Figure 1. Congestion heat map (run 1).
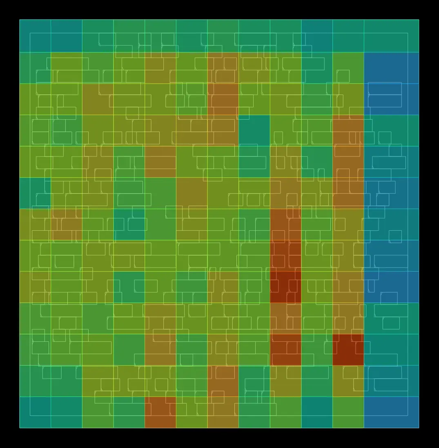
Figure 2. Clock distribution (run 1).
Scale bar: 20 um.
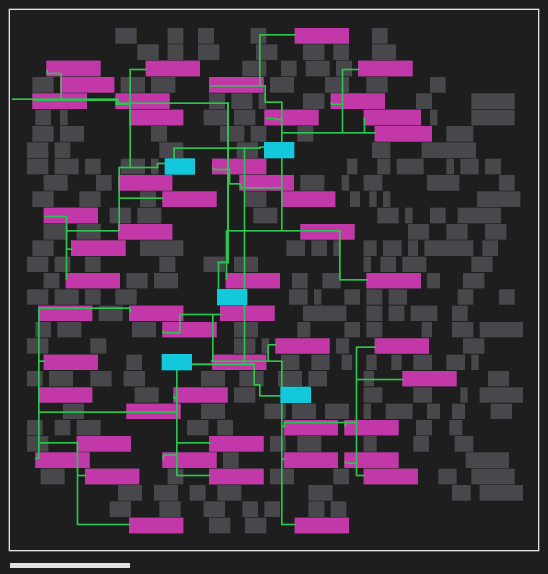
Figure 3. Signal wires on met2 (run 1).
Cells faint in the background.
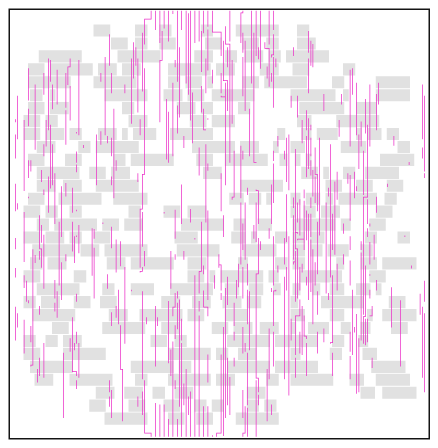
$ cat src/rtl/regfile_dump_reader_pkg.sv
// Shared definitions for the register file dump reader: register file
// geometry and the reader's state encoding.
package regfile_dump_reader_pkg;

    localparam int REG_ADDR_W = 5;
    localparam int REG_DATA_W = 32;
    localparam int REG_COUNT  = 32;

    typedef enum logic [1:0] {
        ST_IDLE    = 2'd0,
        ST_READ    = 2'd1,
        ST_PRESENT = 2'd2,
        ST_DONE    = 2'd3
    } state_t;

endpackage

$ cat src/rtl/regfile_dump_reader_if.sv
// Output word stream of the dump reader.
// Handshake: a word transfers on a rising edge where o_valid and i_ready are
// both high. While o_valid is high and no transfer has happened, o_addr,
// o_data and o_last are held stable. i_ready is ignored while o_valid is low.
interface regfile_dump_reader_if #(
    parameter int ADDR_W = 5,
    parameter int DATA_W = 32
);
    logic              o_valid;
    logic              i_ready;
    logic [ADDR_W-1:0] o_addr;
    logic [DATA_W-1:0] o_data;
    logic              o_last;

    modport master (
        output o_valid, o_addr, o_data, o_last,
        input  i_ready
    );

    modport slave (
        input  o_valid, o_addr, o_data, o_last,
        output i_ready
    );
endinterface

$ cat src/rtl/regfile_dump_reader.sv
// Debug reader that walks an inclusive, wrapping address range of the
// register file through its A read port and streams (address, data) words.
// Each word costs one READ cycle (snapshot) plus at least one PRESENT cycle.
module regfile_dump_reader
    import regfile_dump_reader_pkg::*;
#(
    parameter int ADDR_W = REG_ADDR_W,
    parameter int DATA_W = REG_DATA_W
) (
    input  logic                  i_clk,
    input  logic                  i_rst,
    input  logic                  i_start,
    input  logic [ADDR_W-1:0]     i_first_addr,
    input  logic [ADDR_W-1:0]     i_last_addr,
    input  logic                  i_abort,
    output logic                  o_port_req,
    output logic [ADDR_W-1:0]     o_RA_addr,
    input  logic [DATA_W-1:0]     i_BusA_data,
    regfile_dump_reader_if.master dump,
    output logic                  o_busy,
    output logic                  o_done,
    output state_t                o_state
);

    state_t            state;
    state_t            state_nxt;
    logic [ADDR_W-1:0] ptr;
    logic [ADDR_W-1:0] end_addr;
    logic              hs;

    assign hs      = dump.o_valid & dump.i_ready;
    assign o_state = state;

    // State register
    always_ff @(posedge i_clk or posedge i_rst) begin
        if (i_rst) begin
            state <= ST_IDLE;
        end else begin
            state <= state_nxt;
        end
    end

    // Next-state logic; abort overrides everything except an IDLE start
    always_comb begin
        state_nxt = state;
        case (state)
            ST_IDLE:    if (i_start) state_nxt = ST_READ;
            ST_READ:    state_nxt = i_abort ? ST_IDLE : ST_PRESENT;
            ST_PRESENT: begin
                if (i_abort) begin
                    state_nxt = ST_IDLE;
                end else if (hs) begin
                    state_nxt = dump.o_last ? ST_DONE : ST_READ;
                end
            end
            ST_DONE:    state_nxt = ST_IDLE;
            default:    state_nxt = ST_IDLE;
        endcase
    end

    // Output decode; the read port address is parked at 0 when not owned
    always_comb begin
        o_port_req   = (state == ST_READ) || (state == ST_PRESENT);
        dump.o_valid = (state == ST_PRESENT);
        o_busy       = (state != ST_IDLE);
        o_done       = (state == ST_DONE);
        o_RA_addr    = o_port_req ? ptr : '0;
    end

    // Range pointers and the snapshot of the word being presented
    always_ff @(posedge i_clk or posedge i_rst) begin
        if (i_rst) begin
            ptr         <= '0;
            end_addr    <= '0;
            dump.o_addr <= '0;
            dump.o_data <= '0;
            dump.o_last <= 1'b0;
        end else begin
            case (state)
                ST_IDLE: begin
                    if (i_start) begin
                        ptr      <= i_first_addr;
                        end_addr <= i_last_addr;
                    end
                end
                ST_READ: begin
                    if (i_abort) begin
                        dump.o_last <= 1'b0;
                    end else begin
                        dump.o_data <= i_BusA_data;
                        dump.o_addr <= ptr;
                        dump.o_last <= (ptr == end_addr);
                    end
                end
                ST_PRESENT: begin
                    if (i_abort) begin
                        dump.o_last <= 1'b0;
                    end else if (hs && !dump.o_last) begin
                        // Natural ADDR_W-bit overflow gives the 31->0 wrap
                        ptr <= ptr + ADDR_W'(1);
                    end
                end
                default: ;
            endcase
        end
    end

endmodule

$ cat src/flat_wrapper.sv
// flat-port wrapper written by rule: the top's interface ports become plain ports
module regfile_dump_reader_flat import regfile_dump_reader_pkg::*;
#(
    parameter int ADDR_W = REG_ADDR_W,
    parameter int DATA_W = REG_DATA_W
)
  (i_clk, i_rst, i_start, i_first_addr, i_last_addr, i_abort, o_port_req, o_RA_addr, i_BusA_data, o_busy, o_done, o_state, dump_o_valid, dump_o_addr, dump_o_data, dump_o_last, dump_i_ready);
  regfile_dump_reader_if #(.ADDR_W(ADDR_W), .DATA_W(DATA_W)) dump_i ();
  input  logic i_clk;
  input  logic i_rst;
  input  logic i_start;
  input  logic [ADDR_W-1:0] i_first_addr;
  input  logic [ADDR_W-1:0] i_last_addr;
  input  logic i_abort;
  output logic o_port_req;
  output logic [ADDR_W-1:0] o_RA_addr;
  input  logic [DATA_W-1:0] i_BusA_data;
  output logic o_busy;
  output logic o_done;
  output state_t o_state;
  output wire logic [$bits(dump_i.o_valid)-1:0] dump_o_valid;
  output wire logic [$bits(dump_i.o_addr)-1:0] dump_o_addr;
  output wire logic [$bits(dump_i.o_data)-1:0] dump_o_data;
  output wire logic [$bits(dump_i.o_last)-1:0] dump_o_last;
  input wire logic [$bits(dump_i.i_ready)-1:0] dump_i_ready;
  assign dump_o_valid = dump_i.o_valid;
  assign dump_o_addr = dump_i.o_addr;
  assign dump_o_data = dump_i.o_data;
  assign dump_o_last = dump_i.o_last;
  assign dump_i.i_ready = dump_i_ready;
  regfile_dump_reader #(.ADDR_W(ADDR_W), .DATA_W(DATA_W)) u_core (.i_clk(i_clk), .i_rst(i_rst), .i_start(i_start), .i_first_addr(i_first_addr), .i_last_addr(i_last_addr), .i_abort(i_abort), .o_port_req(o_port_req), .o_RA_addr(o_RA_addr), .i_BusA_data(i_BusA_data), .dump(dump_i), .o_busy(o_busy), .o_done(o_done), .o_state(o_state));
endmodule
$ cat config.mk
export PLATFORM = sky130hd
export DESIGN_NAME = regfile_dump_reader_flat
export DESIGN_NICKNAME = d
export VERILOG_FILES = /design/src/rtl/regfile_dump_reader_pkg.sv /design/src/rtl/regfile_dump_reader_if.sv /design/src/rtl/regfile_dump_reader.sv /design/src/flat_wrapper.sv
export SDC_FILE = /design/constraint.sdc
export NUM_CORES = 1
export LEC_CHECK = 0
export CELL_PAD_IN_SITES_DETAIL_PLACEMENT = 1
export CELL_PAD_IN_SITES_GLOBAL_PLACEMENT = 1
export CORE_AREA = 2 2 86 88
export CTS_CLUSTER_DIAMETER = 30
export DETAILED_ROUTE_END_ITERATION = 8
export DIE_AREA = 0 0 88 90
export PLACE_DENSITY_LB_ADDON = 0.25
export SLEW_MARGIN = 25
export SYNTH_ARGS = -nofsm -noshare
export SYNTH_HDL_FRONTEND = slang
export SYNTH_SLANG_ARGS = --single-unit
$ cat constraint.sdc
create_clock -name i_clk -period 2.01 [get_ports i_clk]
set_input_delay 0.603 -clock i_clk [delete_from_list [all_inputs] [get_ports i_clk]]
set_output_delay 0.603 -clock i_clk [all_outputs]
set_load 0.05 [all_outputs]
==> results.toml, run 1 <==
# physical design summary
[layout]
n_antenna_cell = 0
final_nets = 324
stdcell_count = 372
layout-drive-gt1-share_pct = 47.3
syn_to_final_growth_pct = 56.3

[global_route]
grt_overflow_total = 0
grt_max_degree = 32
grt_usage_pct = 15.4
grt_pass1_vias = 1953
antenna_found_initial = 0

[setup_path]
crit_type = "flip-flop to primary output"
crit_family = "flip-flops"
startpoint_type = "flip-flop"
crit_fanout = 6

[synthesis]
ys_chip_area_um2 = 2230
yosys_warnings = 0
top_cells_by_area = "dfrtp_1 (56%), mux2_2 (21%), ha_1 (2.8%), xnor2_1 (2.0%), and2_1 (1.4%)"
floorplan.nets = 215
synth_flops = 50
ys_types = 34
netlist_area_um2 = 2230
synth_cells = 163
yosys_cells = 163
top_area_share_pct = 56.0

[timing]
max_freq_ghz = 0.513
worst_slew_pin_slew_ps = 266
fin_crit_ps = 1950
finalClockPeriodUsage_pct = 97.1
slew_violations = 0
final_hold_viol_count = 0
rsz0062_at_grt = "no"

[route]
drt_iter0_markers = 15
postRouteWirelength_mm = 5.75
vias = 1715
vias_per_cell = 4.61
drc = 0

[die]
floorplan.core_util_pct = 31.8
pin_count = 96
die-area_um2 = 7920
die_h_um = 90

[clock_tree]
cts.sinks = 50
clk_root_buffer_cell = "clkbuf_8"
clock_path_buffers = 2
numCtsBuffers = 5
holdBufCountCts = 0

[place]
port_buffers = 95
routabilityCongestion = 0.751

[flow_run]
cap_violations = 0
openroad.warnings = 30

[outcome]
outcome = "finished, final reports clean"
Back to the opening pictures, Figure 1:
GR Util met2: 25.6%
Core Util, Final: 49.8%
Avg WL per Cell: 15.5 um

Back to the opening pictures, Figure 2:
[green] clock wires | length: 644 um
[cyan] cells driving clock nets | count: 5
[magenta] flip-flops | count: 50
flops lie: all over the die
Clk Latency, worst-skew pair: 300 ps
Layout Skew: 9.24 ps

Back to the opening pictures, Figure 3:
longest straight run: 33.8 um
wire length on this layer: 2,920 um
nets with wire on the layer: 298

==> run 1: cell usage in the layout, fill, tap and decap left out, drive strengths merged, types with 4 or more instances in the layout <==
| master | netlist | routed |
|---|---|---|
| a21oi | 4 | 4 |
| and2 | 5 | 5 |
| buf | 5 | 63 |
| clkbuf | 2 | 8 |
| clkdlybuf4s50 | 0 | 46 |
| dfrtp | 50 | 50 |
| ha | 5 | 5 |
| inv | 5 | 5 |
| mux2 | 42 | 42 |
| nand2 | 4 | 4 |
| nor2 | 4 | 4 |
| o22a | 4 | 4 |
| xnor2 | 5 | 5 |
==> run 1: final cells by class <==
class	count	area (um2)	area share [%]
Sequential cell	50	1250	35.9
Timing Repair Buffer	109	1070	30.7
Multi-Input combinational cell	101	946	27.1
Tap cell	99	124	3.55
Clock buffer	8	80.1	2.29
Inverter	5	18.8	0.537
==> run 1: state kept, by name, summed over array words and instances, names as in the netlist <==
register / flops
u_core.ptr: 5
u_core.dump.o_data: 32
u_core.dump.o_last: 1
u_core.end_addr: 5
u_core.dump.o_addr: 5
u_core.o_state: 2
==> run 1: cells in the mapped netlist (all sizes together) <==
master / n
nand2: 4
a31oi: 2
nand3: 3
dfrtp: 50
o22a: 4
xnor2: 5
ha: 5
buf: 5
o21ai: 1
or2b: 1
o31ai: 1
nor2: 4
mux2: 42
nand4: 2
and4b: 1
a41oi: 1
inv: 5
or4bb: 1
and2b: 2
and2: 5
or3b: 1
nand4b: 1
or4: 2
nand2b: 2
o211ai: 2
o22ai: 2
clkbuf: 2
a21oi: 4
nor3b: 1
nor2b: 1
mux2i: 1
==> run 1: per-layer routing <==
layer	part of all wire (%)	up-vias	GRT usage (%)
li1	-	797	-
met1	41	853	18.9
met2	51	60	25.6
met3	7.2	5	5.60
met4	1.1	0	3.85
met5	0	-	0
==> run 1: worst paths after layout <==
path,startpoint,to,slack [ps],cells after the start
setup / recovery,u_core.o_state[1],o_RA_addr[3],60,4
hold / removal,u_core.dump.o_data[23],u_core.dump.o_data[23],510,1
setup reg to reg,u_core.o_state[0],u_core.ptr[3],310,5
hold reg to reg,u_core.dump.o_data[23],u_core.dump.o_data[23],510,1
max in group asynchronous,i_rst,u_core.o_state[1],1050,3
min in group asynchronous,i_rst,u_core.dump.o_data[17],530,2
==> run 1: through the flow <==
stage               utilization, %  worst slack, ps
CTS                           49.8             40.8
detailed placement            48.3             -207
global placement              48.3             -157
floorplan                        -            -68.8
finish                        49.8             59.0
global route                  49.8             4.06
==> run 1: what timing repair did <==
action,in CTS,in global routing
setup endpoints to repair,6,0
buffers inserted,2,0
resized,3,0
==> run 1: cells by family after synthesis <==
family          Yosys count  synth area share [%]
fa+ha+maj                 5                  2.80
xor+xnor                  5                  1.96
compound gates           17                  5.26
buf+inv                  12                  2.91
flops                    50                  56.0
simple gates             31                  8.90
mux                      43                  22.2
--- run 2 (diff from run 1) ---
Settings changed: PLACE_DENSITY set to 0.85, PLACE_DENSITY_LB_ADDON 0.25 to unset.
==> run 2 against run 1 <==
Net effect:
- cell area increased by 0.54%
- critical path type unchanged
- global-route usage grew 0.24 points
- critical path depth is the same
- clock skew fell by 0.88 ps
- count of clock-buffer cells in the layout decreased by 1
- final cell count down 0.27%
- sequential cell count unchanged
- synthesized area did not move
- die area unchanged
- largest cell class unchanged
- hold slack got worse by 0.67 ps
==> results.toml, run 2 <==
# physical design summary
[layout]
n_antenna_cell = 0
regMostFlops = "u_core.dump.o_data"
final_nets = 323

[synthesis]
top_cell = "dfrtp_1"
ys_chip_area_um2 = 2230
floorplan.nets = 215
synth_cells = 163
top_area_share_pct = 56.0
synthTopCellsByCount = "dfrtp_1 (50), mux2_2 (42)"
synth_flops = 50
netlist_area_um2 = 2230

[timing]
max_freq_ghz = 0.510
finalClockPeriodUsage_pct = 97.5
rsz0062_at_grt = "no"
slew_violations = 0
finClkSkew_ps = 8.36
setup_ws_ps = 50.4

[route]
vias_per_cell = 4.58
drc = 0
postRouteWirelength_mm = 5.75
avgRoutedWirePerCell_um = 15.5
vias = 1698

[die]
floorplan.core_util_pct = 31.8
pin_count = 96

[setup_path]
r2r_cells = 5
crit_type = "flip-flop to primary output"
rr_endpoint = "u_core.ptr[3]"

[flow_run]
cap_violations = 0

[clock_tree]
numCtsBuffers = 5
cts.sinks = 50
clk_root_buffer_cell = "clkbuf_8"

[global_route]
grt_pass1_vias = 1949
grt_max_degree = 39

[hold_path]
hold_start = "u_core.dump.o_data[2]"

[outcome]
outcome = "finished, final reports clean"
==> run 2: what timing repair did <==
item / CTS / global route
gates cloned: 0 / 0
resized: 3 / 0
buffers inserted: 1 / 1
endpoints found under the setup margin: 6 / 5
==> run 2: routing by layer <==
| layer | track usage (%) | vias up | part of all wire (%) | wire length [um] |
|---|---|---|---|---|
| li1 | - | 797 | - | - |
| met4 | 4.23 | 0 | 0.82 | 47 |
| met5 | 0 | - | 0 | 0 |
| met2 | 27.3 | 50 | 54 | 3080 |
| met3 | 3.58 | 4 | 5.4 | 310 |
| met1 | 19.1 | 847 | 40 | 2310 |
==> run 2: metrics by stage <==
stage	hold slack (ps)	cells	utilization, %	setup TNS (ps)
after floorplan	501	163	-	-354
after global placement	492	361	48.2	-3890
after detailed placement	499	361	48.2	-5010
after CTS	521	370	49.9	0
after global routing	532	371	50.0	0
final	514	371	50.0	0
==> run 2: area by class of cell <==
type,count,area (um2),area share [%]
clock buffers,7,76.3,2.17
repair buffers,108,1060,30.3
multi-input cells,101,946,26.9
inverters,5,18.8,0.534
well taps,99,124,3.53
flip-flops and latches,50,1250,35.7
clock inverters,1,30.0,0.855
==> run 2: worst max-delay path by stage <==
stage | from | end | slack [ps]
after floorplan | u_core.o_state[1] | o_RA_addr[4] | -70
after global placement | i_abort | u_core.ptr[3] | -200
after detailed placement | i_abort | u_core.ptr[3] | -240
after CTS | u_core.o_state[1] | o_RA_addr[1] | 9
after global routing | u_core.o_state[0] | o_RA_addr[1] | 1
final | u_core.o_state[0] | o_RA_addr[1] | 50
==> run 2: logic make-up (layout without fill, tap and decap cells) <==
group / Yosys count / after routing / share of synthesized area [%]
AOI/OAI and AO/OA: 17 / 17 / 5.26
xor gates and xnor gates: 5 / 5 / 1.96
adders and majority gates: 5 / 5 / 2.80
buffers and inverters: 12 / 121 / 2.91
DFF: 50 / 50 / 56.0
muxes: 43 / 43 / 22.2
and+or+nand+nor: 31 / 31 / 8.90
==> run 2: worst max-delay path: cells and delay by family (launching register included) <==
family	cells	cell delay [ps]
AND/OR/NAND/NOR	1	170
adder cells (fa/ha/maj)	1	230
buffers and inverters	2	230
flip-flops	1	430
Figure 4. Congestion heat map (run 2).
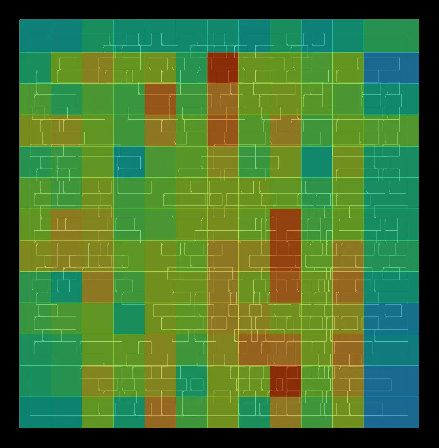
GR Util met3: 3.58%
GR Layer Usage met1: 19.1%
Tot GR Track Use: 15.7%

Figure 5. Clock distribution (run 2).
Scale bar: 20 um.
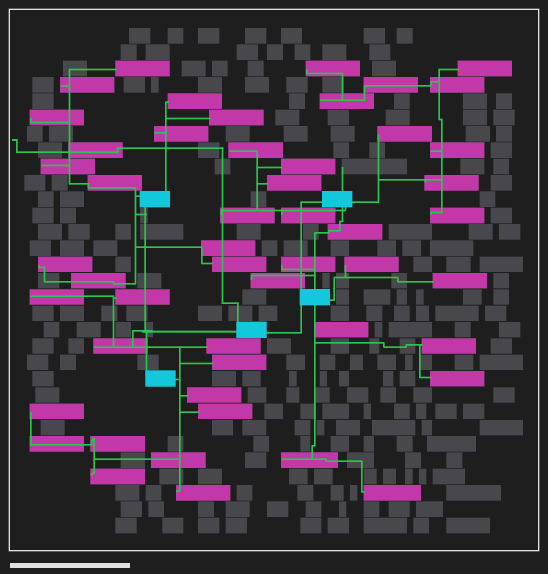
[green] clock wires | length: 689 um
[magenta] flip-flops | count: 50
[cyan] cells driving clock nets | count: 5
flops lie: all over the die

Figure 6. Metal layers overlaid (run 2).
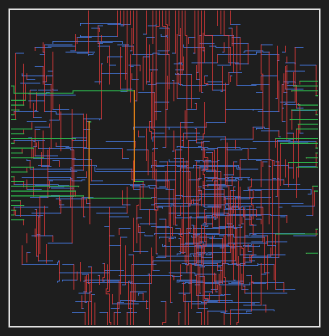
| colour | layer | wire length |
|---|---|---|
| blue | met1 | 2,310 um |
| green | met3 | 310 um |
| orange | met4 | 47.6 um |
| red | met2 | 3,080 um |

